[src/rtl/regfile_wb_arbiter_pkg.sv]
`default_nettype none
// ============================================================================
// Module      : regfile_wb_arbiter_pkg
// Description : Shared widths, port encoding and helpers for the writeback
//               arbiter and its register-file scoreboard.
// Revision    : 1.0 - initial release
// ============================================================================
package regfile_wb_arbiter_pkg;

    localparam int REG_ADDR_W   = 5;
    localparam int DATA_W       = 32;
    localparam int NUM_REGS     = 32;
    localparam logic [REG_ADDR_W-1:0] ZERO_REG = 5'd0;
    localparam int WB_NUM_PORTS = 2;

    typedef enum logic [0:0] {
        PORT0 = 1'b0,
        PORT1 = 1'b1
    } wb_port_e;

    typedef struct packed {
        logic [REG_ADDR_W-1:0] rd;
        logic [DATA_W-1:0]     data;
    } wb_req_t;

    function automatic logic [NUM_REGS-1:0] reg_onehot(input logic [REG_ADDR_W-1:0] idx);
        logic [NUM_REGS-1:0] one;
        one = {{(NUM_REGS-1){1'b0}}, 1'b1};
        return one << idx;
    endfunction

endpackage
`default_nettype wire

[src/rtl/regfile_wb_arbiter_if.sv]
`default_nettype none
// ============================================================================
// Module      : regfile_wb_arbiter_if
// Description : Writeback requester, allocation and register-file write
//               signals of the writeback arbiter.
// Revision    : 1.0 - initial release
// ============================================================================
interface regfile_wb_arbiter_if;
    import regfile_wb_arbiter_pkg::*;

    logic                  p0_valid;
    logic [REG_ADDR_W-1:0] p0_rd;
    logic [DATA_W-1:0]     p0_data;
    logic                  p0_ready;
    logic                  p1_valid;
    logic [REG_ADDR_W-1:0] p1_rd;
    logic [DATA_W-1:0]     p1_data;
    logic                  p1_ready;
    logic                  alloc_valid;
    logic [REG_ADDR_W-1:0] alloc_reg;
    logic                  reg_wren;
    logic [REG_ADDR_W-1:0] w_reg0;
    logic [DATA_W-1:0]     w_data;
    logic [NUM_REGS-1:0]   busy;

    modport master (
        output p0_valid, p0_rd, p0_data, p1_valid, p1_rd, p1_data,
        output alloc_valid, alloc_reg,
        input  p0_ready, p1_ready, reg_wren, w_reg0, w_data, busy
    );

    modport slave (
        input  p0_valid, p0_rd, p0_data, p1_valid, p1_rd, p1_data,
        input  alloc_valid, alloc_reg,
        output p0_ready, p1_ready, reg_wren, w_reg0, w_data, busy
    );

endinterface
`default_nettype wire

[src/rtl/regfile_wb_arbiter_rr_arbiter2.sv]
`default_nettype none
// ============================================================================
// Module      : rr_arbiter2
// Description : Two-input combinational grant with round-robin or fixed
//               (port 0 first) priority; history moves only on a transfer.
// Revision    : 1.0 - initial release
// ============================================================================
module rr_arbiter2
    import regfile_wb_arbiter_pkg::*;
#(
    parameter int PRIO_FIXED = 0
) (
    input  wire logic       clk,
    input  wire logic       reset_n,
    input  wire logic [1:0] req,
    input  wire logic       advance,
    output logic      [1:0] grant
);

    wb_port_e r_last_grant;

    // Reset to port 1 so port 0 wins the first contest.
    always_ff @(posedge clk or negedge reset_n) begin
        if (!reset_n) begin
            r_last_grant <= PORT1;
        end else if (advance) begin
            r_last_grant <= grant[1] ? PORT1 : PORT0;
        end
    end

    always_comb begin
        grant = 2'b00;
        case (req)
            2'b01:   grant = 2'b01;
            2'b10:   grant = 2'b10;
            2'b11: begin
                if ((PRIO_FIXED != 0) || (r_last_grant == PORT1)) begin
                    grant = 2'b01;
                end else begin
                    grant = 2'b10;
                end
            end
            default: grant = 2'b00;
        endcase
    end

endmodule
`default_nettype wire

[src/rtl/regfile_wb_arbiter.sv]
`default_nettype none
// ============================================================================
// Module      : regfile_wb_arbiter
// Description : Arbitrates ALU/load writebacks onto one registered register
//               file write port and tracks outstanding writes per register.
// Revision    : 1.0 - initial release
// ============================================================================
module regfile_wb_arbiter
    import regfile_wb_arbiter_pkg::*;
#(
    parameter int PRIO_FIXED = 0
) (
    input  wire logic            clk,
    input  wire logic            reset_n,
    regfile_wb_arbiter_if.slave  bus
);

    logic [1:0]            w_req;
    logic [1:0]            w_grant;
    logic [1:0]            w_ready;
    logic                  w_xfer;
    logic                  w_write;
    wb_req_t               w_sel;
    logic [NUM_REGS-1:0]   w_commit_clr;
    logic [NUM_REGS-1:0]   w_alloc_set;

    logic                  r_reg_wren;
    logic [REG_ADDR_W-1:0] r_w_reg0;
    logic [DATA_W-1:0]     r_w_data;
    logic [NUM_REGS-1:0]   r_busy;

    assign w_req = {bus.p1_valid, bus.p0_valid};

    rr_arbiter2 #(
        .PRIO_FIXED (PRIO_FIXED)
    ) u_arb (
        .clk     (clk),
        .reset_n (reset_n),
        .req     (w_req),
        .advance (w_xfer),
        .grant   (w_grant)
    );

    // No handshake may complete while reset is held.
    assign w_ready      = w_grant & {2{reset_n}};
    assign w_xfer       = |w_ready;
    assign bus.p0_ready = w_ready[0];
    assign bus.p1_ready = w_ready[1];

    always_comb begin
        w_sel = '{rd: bus.p0_rd, data: bus.p0_data};
        if (w_ready[1]) begin
            w_sel = '{rd: bus.p1_rd, data: bus.p1_data};
        end
    end

    // r0 is hardwired zero: handshake completes but nothing is written.
    assign w_write = w_xfer && (w_sel.rd != ZERO_REG);

    always_ff @(posedge clk or negedge reset_n) begin
        if (!reset_n) begin
            r_reg_wren <= 1'b0;
            r_w_reg0   <= '0;
            r_w_data   <= '0;
        end else begin
            r_reg_wren <= w_write;
            if (w_write) begin
                r_w_reg0 <= w_sel.rd;
                r_w_data <= w_sel.data;
            end
        end
    end

    assign w_commit_clr = r_reg_wren ? reg_onehot(r_w_reg0) : '0;
    assign w_alloc_set  = (bus.alloc_valid && (bus.alloc_reg != ZERO_REG))
                          ? reg_onehot(bus.alloc_reg) : '0;

    // Set after clear so a same-cycle alloc of a committing register wins.
    always_ff @(posedge clk or negedge reset_n) begin
        if (!reset_n) begin
            r_busy <= '0;
        end else begin
            r_busy <= ((r_busy & ~w_commit_clr) | w_alloc_set) & ~reg_onehot(ZERO_REG);
        end
    end

    assign bus.reg_wren = r_reg_wren;
    assign bus.w_reg0   = r_w_reg0;
    assign bus.w_data   = r_w_data;
    assign bus.busy     = r_busy;

endmodule
`default_nettype wire
[src/flat_wrapper.sv]
// flat-port wrapper written by rule: the top's interface ports become plain ports
module regfile_wb_arbiter_flat import regfile_wb_arbiter_pkg::*;
#(
    parameter int PRIO_FIXED = 0
)
  (clk, reset_n, bus_p0_valid, bus_p0_rd, bus_p0_data, bus_p1_valid, bus_p1_rd, bus_p1_data, bus_alloc_valid, bus_alloc_reg, bus_p0_ready, bus_p1_ready, bus_reg_wren, bus_w_reg0, bus_w_data, bus_busy);
  regfile_wb_arbiter_if bus_i ();
  input  wire logic clk;
  input  wire logic reset_n;
  input wire logic [$bits(bus_i.p0_valid)-1:0] bus_p0_valid;
  input wire logic [$bits(bus_i.p0_rd)-1:0] bus_p0_rd;
  input wire logic [$bits(bus_i.p0_data)-1:0] bus_p0_data;
  input wire logic [$bits(bus_i.p1_valid)-1:0] bus_p1_valid;
  input wire logic [$bits(bus_i.p1_rd)-1:0] bus_p1_rd;
  input wire logic [$bits(bus_i.p1_data)-1:0] bus_p1_data;
  input wire logic [$bits(bus_i.alloc_valid)-1:0] bus_alloc_valid;
  input wire logic [$bits(bus_i.alloc_reg)-1:0] bus_alloc_reg;
  output wire logic [$bits(bus_i.p0_ready)-1:0] bus_p0_ready;
  output wire logic [$bits(bus_i.p1_ready)-1:0] bus_p1_ready;
  output wire logic [$bits(bus_i.reg_wren)-1:0] bus_reg_wren;
  output wire logic [$bits(bus_i.w_reg0)-1:0] bus_w_reg0;
  output wire logic [$bits(bus_i.w_data)-1:0] bus_w_data;
  output wire logic [$bits(bus_i.busy)-1:0] bus_busy;
  assign bus_i.p0_valid = bus_p0_valid;
  assign bus_i.p0_rd = bus_p0_rd;
  assign bus_i.p0_data = bus_p0_data;
  assign bus_i.p1_valid = bus_p1_valid;
  assign bus_i.p1_rd = bus_p1_rd;
  assign bus_i.p1_data = bus_p1_data;
  assign bus_i.alloc_valid = bus_alloc_valid;
  assign bus_i.alloc_reg = bus_alloc_reg;
  assign bus_p0_ready = bus_i.p0_ready;
  assign bus_p1_ready = bus_i.p1_ready;
  assign bus_reg_wren = bus_i.reg_wren;
  assign bus_w_reg0 = bus_i.w_reg0;
  assign bus_w_data = bus_i.w_data;
  assign bus_busy = bus_i.busy;
  regfile_wb_arbiter #(.PRIO_FIXED(PRIO_FIXED)) u_core (.clk(clk), .reset_n(reset_n), .bus(bus_i));
endmodule
[config.mk]
export PLATFORM = sky130hd
export DESIGN_NAME = regfile_wb_arbiter_flat
export DESIGN_NICKNAME = d
export VERILOG_FILES = /design/src/rtl/regfile_wb_arbiter_pkg.sv /design/src/rtl/regfile_wb_arbiter_if.sv /design/src/rtl/regfile_wb_arbiter_rr_arbiter2.sv /design/src/rtl/regfile_wb_arbiter.sv /design/src/flat_wrapper.sv
export SDC_FILE = /design/constraint.sdc
export NUM_CORES = 1
export LEC_CHECK = 0
export ABC_CLOCK_PERIOD_IN_PS = 2400
export CAP_MARGIN = 40
export CORE_ASPECT_RATIO = 0.7
export CORE_MARGIN = 2
export CORE_UTILIZATION = 42
export CTS_CLUSTER_DIAMETER = 200
export CTS_CLUSTER_SIZE = 16
export DETAILED_ROUTE_END_ITERATION = 10
export PLACE_DENSITY = 0.81
export RECOVER_POWER = 25
export SKIP_CTS_REPAIR_TIMING = 1
export SYNTH_ARGS = -nofsm -noshare
export SYNTH_HDL_FRONTEND = slang
export SYNTH_SLANG_ARGS = --single-unit
[constraint.sdc]
create_clock -name clk -period 2.4 [get_ports clk]
set_input_delay 0.6 -clock clk [delete_from_list [all_inputs] [get_ports clk]]
set_output_delay 0.6 -clock clk [all_outputs]
set_load 0.01 [all_outputs]
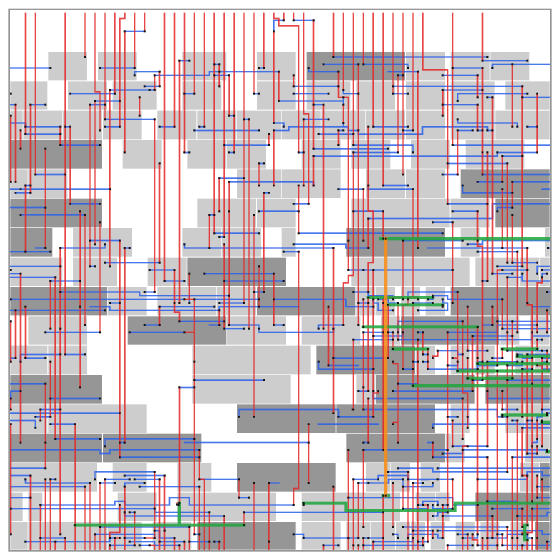
run_1/detail.png
Region (31, 30) to (81, 80) um. Cells in gray, sequential cells in the stronger gray; small squares are vias.
legend:
  metal 3:
    color: green
  metal 2:
    color: red
  metal 1:
    color: blue
  metal 4:
    color: orange
sequential cells in the window: 24
netlist names of flops here include: `u_core.bus.w_data` (12), `u_core.bus.busy` (10)
most frequent: clkdlybuf4s50_1 (38), dfrtp_1 (24), o21ai_0 (22)
cells with their middle in the window: 137

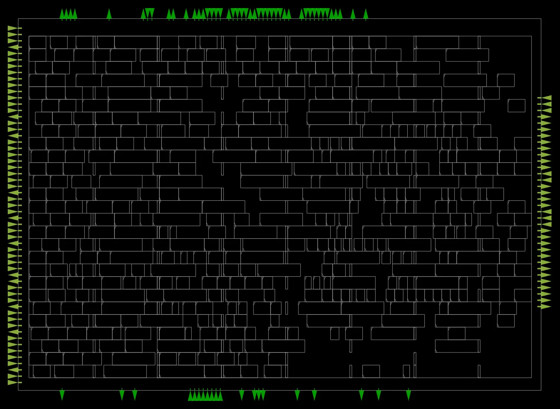
run_1/placement.png
Finished Layout Cells: 561
# Taps: 101
flop count: 70
Core Footprint: 0.00794 mm2
fill cell count: 564

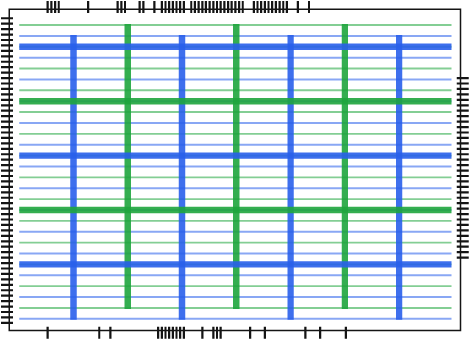
run_1/power_grid.png
(4 px per um) Pins as bars on the die edge.
legend:
  VSS:
    color: blue
  VDD:
    color: green
rows: 27
signal pins: 156
met4 straps: 7
die y size: 79.9 um
die width: 112 um

==> flow_metrics.tcl, run 1 <==
# flow metrics
set metrics [dict create \
    utilization 0.702 \
    r2r-end "u_core.bus.w_data[25]$_DFFE_PN0P_" \
    synthArstFlopShare 1.00 \
    xor_area_frac 0 \
    ys_top_cells_by_count "dfrtp_1 (69), o21ai_0 (63), mux2_2 (36), mux2_4 (28), nand3_1 (8)" \
    cts_buffers 9 \
    power_density_mw_per_mm2 863 \
    clock_sinks 70 \
    largest_register_ff_count 32 \
    numSynthFlops 70 \
    p_leak_uw 0.00228 \
    startpoint_type "input port" \
    area_growth_pct 61.2 \
    ir_drop_mv 0.624 \
    whs_endpoint "u_core.bus.busy[10]$_DFF_PN0_" \
    path_delay_family "buffers and inverters" \
    wl_met2_um 5020 \
    status "finished clean" \
    htreeDepth 3 \
    comb-power_uw 1610 \
    largest_class "registers" \
    dieArea_mm2 0.00899 \
    hp-start "u_core.bus.busy[10]$_DFF_PN0_" \
    synth_area_leader_cell "dfrtp_1" \
    cts_tree "done" \
    power_leader "sequential cells" \
    grt_overflow 0 \
    met1_length_um 4480 \
    ant_nets 0 \
    fin_setup_tns_ns 0 \
    num_rows 27 \
]
run_1/sizes.png
(2 px per um)
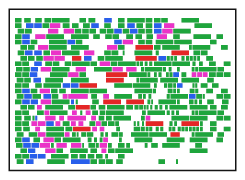

==> run 2, diff against run 1 <==
--- a/config.mk
+++ b/config.mk
@@ -5,15 +5,15 @@
 export SDC_FILE = /design/constraint.sdc
 export NUM_CORES = 1
 export LEC_CHECK = 0
-export ABC_CLOCK_PERIOD_IN_PS = 2400
+export ABC_CLOCK_PERIOD_IN_PS = 2700
 export CAP_MARGIN = 40
 export CORE_ASPECT_RATIO = 0.7
 export CORE_MARGIN = 2
-export CORE_UTILIZATION = 42
+export CORE_UTILIZATION = 45
 export CTS_CLUSTER_DIAMETER = 200
 export CTS_CLUSTER_SIZE = 16
 export DETAILED_ROUTE_END_ITERATION = 10
-export PLACE_DENSITY = 0.81
+export PLACE_DENSITY = 0.87
 export RECOVER_POWER = 25
 export SKIP_CTS_REPAIR_TIMING = 1
 export SYNTH_ARGS = -nofsm -noshare
==> constraint.sdc (replaced) <==
create_clock -name clk -period 2.7 [get_ports clk]
set_input_delay 0.675 -clock clk [delete_from_list [all_inputs] [get_ports clk]]
set_output_delay 0.675 -clock clk [all_outputs]
set_load 0.01 [all_outputs]
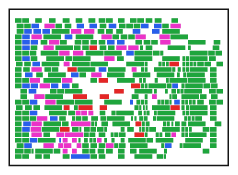
run_2/sizes.png
(2 px per um)
legend:
  _2 cells:
    color: blue
    cells: 42
  _3 and _4 cells:
    color: magenta
    cells: 47
  _6 and larger:
    color: red
    cells: 15
  _0 and _1 cells:
    color: green
    cells: 346
Buffers, non-clock: 166
Area Overhead vs Synth: 55.1%

==> run 2 against run 1 <==
Net effect:
- the run now ends with max-capacitance violations, max-slew violations left
- first-iteration DRC count shrank 24%
- sequential power shrank 11%
- area after synthesis is the same
- non-clock buffer count shrank 10
- synthesized cell count is the same
- sequential share of layout area grew 1.2 points
- combinational power shrank about 10%
- critical path type is now in -> out
- largest power group unchanged
- highest routed layer unchanged
==> flow_metrics.tcl, run 2 <==
# flow metrics
set metrics [dict create \
    dieArea_mm2 0.00841 \
    p_leak_uw 0.00215 \
    synth_area_leader_cell "dfrtp_1" \
    r2r-end "u_core.bus.w_data[1]$_DFFE_PN0P_" \
    die_y_um 77.3 \
    die_w_um 109 \
    status "finished with violations" \
    startpoint_type "input port" \
    maxCapViolations 1 \
    cts_buffers 9 \
    path_delay_family "buffers and inverters" \
    xor_area_frac 0 \
    violations "max-capacitance violations, max-slew violations" \
    htreeDepth 3 \
    synthArstFlopShare 1.00 \
    largest_class "registers" \
    well_tap_count 98 \
    num_rows 26 \
    largest_register_ff_count 32 \
    power_density_mw_per_mm2 699 \
    power_leader "sequential cells" \
    ys_seq_share 0.507 \
    met1_length_um 4080 \
    slew_violations 68 \
    critPathArrivalTime_ns 1.99 \
    clock_sinks 70 \
    n_sequential_cell 70 \
    coreArea_mm2 0.00738 \
    grt_overflow 0 \
    instances_no_fill 548 \
    ir_drop_mv 0.420 \
]
Power is estimated from default activity; no workload was simulated.
